**src/rtl/bg_vga_pkg.sv**
```systemverilog
// Shared scroll-state encoding and palette for the scrolling background generator.
package bg_vga_pkg;

  typedef enum logic [1:0] {
    StIdle   = 2'd0,
    StScroll = 2'd1,
    StFrozen = 2'd2
  } scroll_state_e;

  localparam logic [2:0] SKY_RGB      = 3'b010;
  localparam logic [2:0] GROUND_A_RGB = 3'b001;
  localparam logic [2:0] GROUND_B_RGB = 3'b000;
  localparam logic [2:0] EDGE_RGB     = 3'b110;

endpackage

```
**src/rtl/bg_scroll_ctrl.sv**
```systemverilog
// Scroll state machine (IDLE/SCROLL/FROZEN) and the per-frame ground stripe offset register.
module bg_scroll_ctrl
  import bg_vga_pkg::*;
#(
  parameter int unsigned X_W         = 9,
  parameter int unsigned STRIPE_W    = 16,
  parameter int unsigned SCROLL_STEP = 2
) (
  input  logic           clk,
  input  logic           rst_n,
  input  logic           frame_start,
  input  logic           run,
  input  logic           halt,
  output logic [X_W-1:0] scroll_offset
);

  localparam logic [X_W:0] PeriodMask = (X_W + 1)'(2 * STRIPE_W - 1);
  localparam logic [X_W:0] Step       = (X_W + 1)'(SCROLL_STEP);

  scroll_state_e  state_q, state_d;
  logic [X_W-1:0] offset_q, offset_d;
  logic [X_W:0]   offset_sum;

  assign offset_sum = ({1'b0, offset_q} + Step) & PeriodMask;

  always_comb begin
    state_d = state_q;
    case (state_q)
      StIdle: begin
        if (halt)     state_d = StFrozen;
        else if (run) state_d = StScroll;
      end
      StScroll: begin
        if (halt)      state_d = StFrozen;
        else if (!run) state_d = StIdle;
      end
      StFrozen: begin
        if (!halt) state_d = StIdle;
      end
      default: state_d = StIdle;
    endcase
  end

  // Offset is pinned to zero in IDLE and on any entry to IDLE; it only moves while
  // remaining in SCROLL, so a FRAME_START coinciding with IDLE->SCROLL or HALT is ignored.
  always_comb begin
    offset_d = offset_q;
    if (state_q == StIdle || state_d == StIdle) begin
      offset_d = '0;
    end else if (state_q == StScroll && state_d == StScroll && frame_start) begin
      offset_d = offset_sum[X_W-1:0];
    end
  end

  always_ff @(posedge clk or negedge rst_n) begin
    if (!rst_n) begin
      state_q  <= StIdle;
      offset_q <= '0;
    end else begin
      state_q  <= state_d;
      offset_q <= offset_d;
    end
  end

  assign scroll_offset = offset_q;

endmodule

```
**src/rtl/background_scroll_vga.sv**
```systemverilog
// Sky/ground background with a scrolling two-tone ground stripe and registered RGB output.
// Optional grass-edge band above the stripes is enabled by defining BG_GRASS_EDGE_EN.
module background_scroll_vga
  import bg_vga_pkg::*;
#(
  parameter int unsigned X_W          = 9,
  parameter int unsigned Y_W          = 8,
  parameter int unsigned GROUND_START = 230,
  parameter int unsigned STRIPE_W     = 16,
  parameter int unsigned SCROLL_STEP  = 2,
  parameter int unsigned EDGE_H       = 4
) (
  input  logic           clk,
  input  logic           rst_n,
  input  logic [X_W-1:0] x,
  input  logic [Y_W-1:0] y,
  input  logic           pix_valid,
  input  logic           frame_start,
  input  logic           run,
  input  logic           halt,
  output logic [2:0]     rgb,
  output logic           rgb_valid,
  output logic [X_W-1:0] scroll_offset
);

`ifdef BG_GRASS_EDGE_EN
  localparam bit EdgeEn = 1'b1;
`else
  localparam bit EdgeEn = 1'b0;
`endif

  localparam int unsigned  EdgeRows   = EdgeEn ? EDGE_H : 0;
  localparam int unsigned  EdgeEnd    = GROUND_START + EdgeRows;
  localparam logic [X_W:0] PeriodMask = (X_W + 1)'(2 * STRIPE_W - 1);
  localparam logic [X_W:0] StripeW    = (X_W + 1)'(STRIPE_W);

  logic [X_W-1:0] offset;
  logic [X_W:0]   phase;
  logic [31:0]    y_ext;
  logic           is_ground, in_edge;
  logic [2:0]     rgb_q, rgb_d;
  logic           rgb_valid_q, rgb_valid_d;

  bg_scroll_ctrl #(
    .X_W        (X_W),
    .STRIPE_W   (STRIPE_W),
    .SCROLL_STEP(SCROLL_STEP)
  ) u_scroll_ctrl (
    .clk          (clk),
    .rst_n        (rst_n),
    .frame_start  (frame_start),
    .run          (run),
    .halt         (halt),
    .scroll_offset(offset)
  );

  // Row compares run 32 bits wide so GROUND_START + EDGE_H can never wrap and a
  // GROUND_START past the Y range simply yields an all-sky frame.
  assign y_ext     = 32'(y);
  assign is_ground = (y_ext >= GROUND_START);
  assign in_edge   = is_ground && (y_ext < EdgeEnd);
  assign phase     = ({1'b0, x} + {1'b0, offset}) & PeriodMask;

  always_comb begin
    rgb_d       = 3'b000;
    rgb_valid_d = 1'b0;
    if (pix_valid) begin
      rgb_valid_d = 1'b1;
      if (!is_ground) begin
        rgb_d = SKY_RGB;
      end else if (in_edge) begin
        rgb_d = EDGE_RGB;
      end else if (phase < StripeW) begin
        rgb_d = GROUND_A_RGB;
      end else begin
        rgb_d = GROUND_B_RGB;
      end
    end
  end

  always_ff @(posedge clk or negedge rst_n) begin
    if (!rst_n) begin
      rgb_q       <= 3'b000;
      rgb_valid_q <= 1'b0;
    end else begin
      rgb_q       <= rgb_d;
      rgb_valid_q <= rgb_valid_d;
    end
  end

  assign rgb           = rgb_q;
  assign rgb_valid     = rgb_valid_q;
  assign scroll_offset = offset;

endmodule

```
**config.mk**
```make
export PLATFORM = sky130hd
export DESIGN_NAME = background_scroll_vga
export DESIGN_NICKNAME = d
export VERILOG_FILES = /design/src/rtl/bg_vga_pkg.sv /design/src/rtl/bg_scroll_ctrl.sv /design/src/rtl/background_scroll_vga.sv
export SDC_FILE = /design/constraint.sdc
export NUM_CORES = 1
export LEC_CHECK = 0
export CELL_PAD_IN_SITES_DETAIL_PLACEMENT = 1
export CELL_PAD_IN_SITES_GLOBAL_PLACEMENT = 2
export CORE_MARGIN = 2
export CORE_UTILIZATION = 19
export CTS_CLUSTER_DIAMETER = 150
export DETAILED_ROUTE_END_ITERATION = 8
export PLACE_DENSITY_LB_ADDON = 0.1
export SETUP_SLACK_MARGIN = 0.05
export SYNTH_ARGS = -nofsm -noshare
export SYNTH_HDL_FRONTEND = slang
export SYNTH_HIERARCHICAL = 1
export SYNTH_SLANG_ARGS = --single-unit
```
**constraint.sdc**
```tcl
create_clock -name clk -period 1.8 [get_ports clk]
set_input_delay 0.18 -clock clk [delete_from_list [all_inputs] [get_ports clk]]
set_output_delay 0.18 -clock clk [all_outputs]
set_load 0.02 [all_outputs]
```
==> run_1/metal_stack.png <==
Scale bar: 20 um.
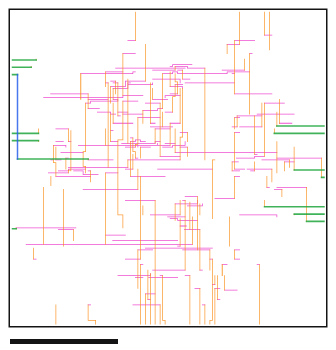
layer	colour	wire length
met1	magenta	594 um
met3	green	75.7 um
met2	orange	667 um
met4	blue	15.6 um

==> run_1/final_congestion.png <==
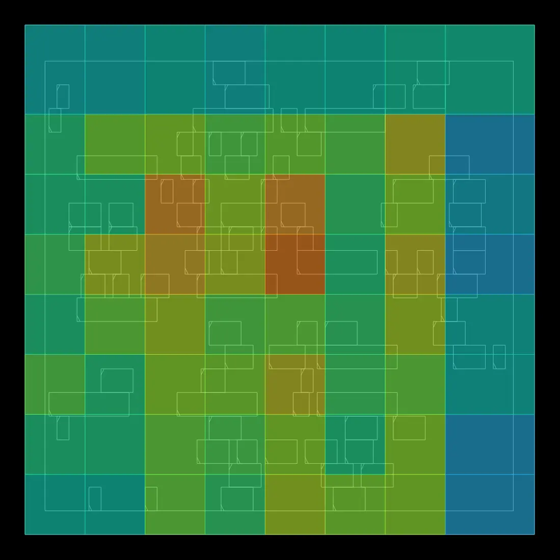
fin util: 31.6%
grt met1 use: 10.2%

==> results.txt, run 1 <==
Vias/cell: 4.47
PD cells: 604 mW/mm2
Max-cap viol count: 0
Place WS: -0.0263 ns
Outcome: complete, no violations
Number of synthesized flops with an enable pin: 0
Cell area leaders: dfrtp_1 44%, ha_1 8.8%, buf_4 6.6%
Post-Syn Instances: 56
Synth Cell Area: 566 um2
Number of global-route vias before repair: 500
Via count: 519
Synthesized area per cell: 10.1 um2
Worst clock skew: 0.00168 ns
Share of layout cells above drive strength 1: 10.6%
DRT antenna net count: 0
Maximum clock frequency: 628 MHz
Die area: 0.00343 mm2
Post-CTS setup buffers: 0
WHS: 0.244 ns
Post-route setup slack: 0.209 ns
Fraction of registers with async set/reset: 100%
R2R depth: 3
Dominant cell type by area after synthesis: dfrtp_1
CTS Sinks: 10
Final Cycle Share: 88.4%
YS chip area: 566 um2
# setup viols final: 0
Antenna Cells: 0
Initial DRC Count: 4
==> run_1/cell_classes.png <==
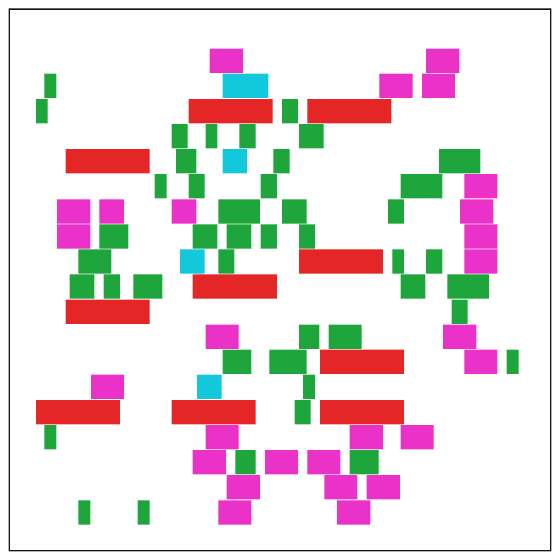
class	colour	cells	share of their area
clock drivers and dummy loads	cyan	4	4.3%
other buffers and delay cells	magenta	27	32%
all other logic	green	44	34%
flip-flops	red	10	30%

[run 1: flip-flops by register name (all words and copies together) (netlist names)]
name                         cells
rgb                              3
rgb_valid                        1
u_scroll_ctrl/scroll_offset      4
u_scroll_ctrl/state_q            2
[run 1: power groups by stage]
stage          Combinational (mW)  Clock, mW  Sequential (mW)
3_3_place_gp               0.0907          0            0.240
5_1_grt                    0.0981      0.231            0.236
2_1_floorplan              0.0351          0            0.244
3_5_place_dp               0.0910          0            0.240
6_report                   0.0900      0.206            0.235
4_1_cts                    0.0913      0.220            0.235
[run 1: Yosys cell counts, types with 2 or more instances]
cell type	n
or3_2	2
xor2_1	2
a21oi_1	6
o21ai_0	4
nand4_1	2
ha_1	4
buf_4	5
dfrtp_1	10
conb_1	2
nand3_1	3
inv_1	3
[run 1: path summary, 6_finish.rpt]
| path | start | to | slack, ns |
|---|---|---|---|
| max | u_scroll_ctrl/state_q[1] | u_scroll_ctrl/scroll_offset[4] | 0.21 |
| min | rst_n | u_scroll_ctrl/scroll_offset[3] | 0.24 |
| max reg2reg | u_scroll_ctrl/state_q[1] | u_scroll_ctrl/scroll_offset[4] | 0.21 |
| min reg2reg | u_scroll_ctrl/state_q[1] | u_scroll_ctrl/state_q[1] | 0.52 |
| max in group asynchronous | rst_n | rgb[2] | 1.22 |
| min in group clk | pix_valid | rgb_valid | 0.42 |
[run 1: worst max-delay path: cells and delay by family, from the launching register on]
family           cells  cell delay (ns)
AND-OR/OR-AND        1             0.15
flip-flops           1             0.41
AND/OR/NAND/NOR      2             0.96
[run 1: kinds of logic after synthesis]
kind of cell	after synthesis	synth area share (%)
compound gates	14	14.4
simple gates	14	16.8
flops	10	44.2
buf+inv	9	9.51
fa+ha+maj	4	8.85
other cells	2	1.33
xor+xnor	2	3.10
mux	1	1.77
[run 1: stage by stage]
| step | setup TNS, ns | power, mW |
|---|---|---|
| after floorplan | 0 | 0.280 |
| after global placement | -0.0269 | 0.331 |
| after detailed placement | -0.0263 | 0.331 |
| after CTS | 0 | 0.546 |
| after global routing | 0 | 0.565 |
| final | 0 | 0.531 |
[run 1: routing by layer]
metal  GRT usage (%)  routed length, um  vias to the layer above
met3            2.20                 75                        2
li1                -                  -                      252
met1            10.2                594                      252
met2            13.6                667                       13
met5               0                  0                        -
met4            5.98                 15                        0
[run 1: cell type report]
type	instances	area, um2
Fill cell	334	1900
Multi-Input combinational cell	41	277
Clock buffer	4	36.3
Inverter	3	11.3
Tap cell	31	38.8
Timing Repair Buffer	27	265
Sequential cell	10	250
==> run_1/wire_density.png <==
Scale bar: 20 um. 12 x 12 tiles, from dark blue (low) to red (high), scaled to the fullest tile. Values are wire area over tile area, all layers added.
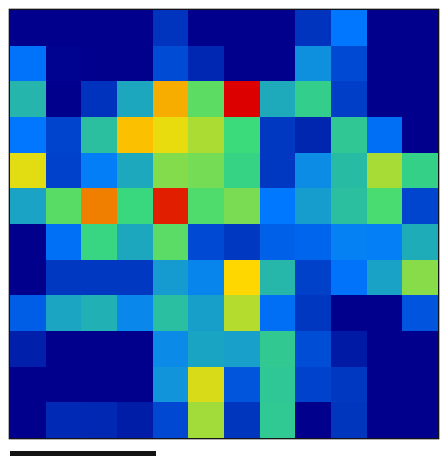

==> run 2, diff against run 1 <==
- ABC_AREA: unset -> 1
- ABC_CLOCK_PERIOD_IN_PS: unset -> 1800
==> run_2/wire_density.png <==
Scale bar: 20 um. 12 x 12 tiles, from dark blue (low) to red (high), scaled to the fullest tile. Values are wire area over tile area, all layers added.
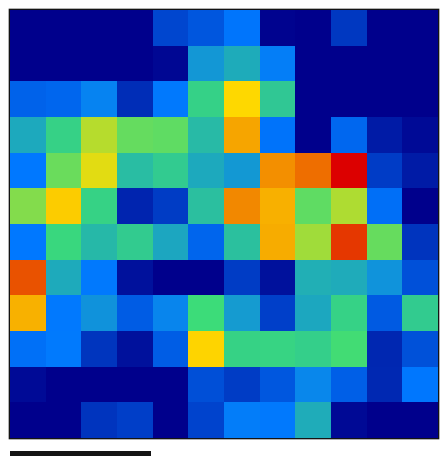
nearly empty tiles	24%
mean over tiles	0.061
fullest tile	0.22
emptiest ninth of the die	north-east
tiles over half the peak	17%

==> results.txt, run 2 <==
Post-route setup slack: 0.232 ns (+0.0237 ns)
Top cell area share: 40.9%
CP Launch Type: register
Synth Cell Area: 612 um2 (+8.2%)
DRT antenna net count: 0 (unchanged)
Die area: 0.00369 mm2 (+7.6%)
CP startpoint: u_scroll_ctrl/scroll_offset[3]
Via count: 559 (+7.7%)
Place WS: 0.352 ns (+0.378 ns)
Fillers: 388 (+16%)
Worst R2R Setup Slack: 0.50 ns (+0.29 ns)
Antenna Cells: 0 (unchanged)
Most common cell in the netlist: nand2_1
Vias/cell: 3.78 (-16%)
Max-cap viol count: 0 (unchanged)
Routability Congestion: 0.702
YS chip area: 612 um2 (+8.2%)
Post-Syn Instances: 77 (+38%)
Worst endpoint data arrival time: 1.39 ns
Setup TNS: 0 ns (unchanged)
Outcome: complete, no violations
Register share after synthesis: 40.9%
RR Startpoint: u_scroll_ctrl/scroll_offset[3]
Share of layout cells above drive strength 1: 8.65% (-1.9 points)
Boundary pin count: 36
Number of global-route vias before repair: 535 (+7.0%)
Dominant cell type by area after synthesis: dfrtp_1
Maximum clock frequency: 638 MHz (+1.5%)
WP buf/inv: 1 (+1)
Cell area leaders: dfrtp_1 41%, nand2_1 12%, ha_1 8.2%
Hold Vio Cnt, Final: 0
Top cells by count, synth: 20 x nand2_1, 10 x dfrtp_1, 10 x inv_1
Max FFs per register: 4 (unchanged)
Final Non-Filler Cells: 148
Final Cycle Share: 87.1% (-1.3 points)
PD cells: 528 mW/mm2 (-13%)
CTS Sinks: 10 (unchanged)
Post-CTS setup buffers: 0 (unchanged)
WHS: 0.245 ns (+0.000956 ns)
==> run 2: netlist changes by cell type in the layout (fill, tap and decap cells not counted), moves of 2 or more <==
| cell | previous run | this run |
|---|---|---|
| a21oi_1 | 6 | 2 |
| buf_4 | 2 | 0 |
| inv_1 | 3 | 10 |
| nand2_1 | 1 | 20 |
| nand3_1 | 3 | 9 |
| nor2_1 | 0 | 5 |
| nor2_2 | 0 | 2 |
| o21ai_0 | 4 | 0 |
| or3_2 | 2 | 0 |
==> run 2: cell type report <==
type	count	area, um2	area share (%)
inverter	11	41.3	4.50
multi-input combinational	55	298	32.5
timing repair buffer	25	250	27.3
sequential	10	250	27.3
tap	44	55.1	6.00
clock buffer	3	22.5	2.46
==> run 2: final timing paths <==
kind	to	cells after the start
setup / recovery	scroll_offset[3]	1
hold / removal	u_scroll_ctrl/scroll_offset[1]	1
setup reg to reg	rgb[0]	5
hold reg to reg	u_scroll_ctrl/state_q[0]	3
max in group asynchronous	u_scroll_ctrl/state_q[0]	1
min in group clk	rgb_valid	1
==> run 2: layer usage <==
metal | GRT usage [%] | vias to the layer above | part of all wire [%]
met5 | 0 | - | 0
met4 | 2.80 | 0 | 0
met3 | 5.33 | 0 | 9.8
met2 | 13.7 | 20 | 45
met1 | 10.1 | 252 | 45
li1 | - | 287 | -
==> run 2: stage by stage <==
stage	area (um2)	util (%)	total power, mW
after floorplan	627	-	0.289
after global placement	895	29.3	0.337
after detailed placement	895	29.3	0.339
after CTS	917	30.0	0.498
after global routing	917	30.0	0.516
final	917	30.0	0.484
==> run 2: cell families after synthesis <==
family / Yosys count / share of synthesized area (%)
simple gates: 40 / 29.7
flops: 10 / 40.9
other cells: 2 / 1.23
xor+xnor: 2 / 2.86
buf+inv: 16 / 12.9
compound gates: 3 / 4.30
fa+ha+maj: 4 / 8.18
==> run 2: worst register-to-register path: stages, from the launching register on <==
cell and delay, ns:
dfrtp_1 0.46, ha_1 0.32, a21oi_1 0.18, nand3_1 0.10
nand2_1 0.10, nor2_2 0.03
==> run 2: power by group through the flow <==
| stage | registers (mW) | logic [mW] | clock network (mW) |
|---|---|---|---|
| floorplan | 0.244 | 0.0445 | 0 |
| global placement | 0.239 | 0.0979 | 0 |
| detailed placement | 0.239 | 0.0997 | 0 |
| CTS | 0.235 | 0.100 | 0.164 |
| global route | 0.236 | 0.108 | 0.172 |
| finish | 0.235 | 0.0979 | 0.151 |
No activity file was given, so power comes from the tool's default toggle rates.
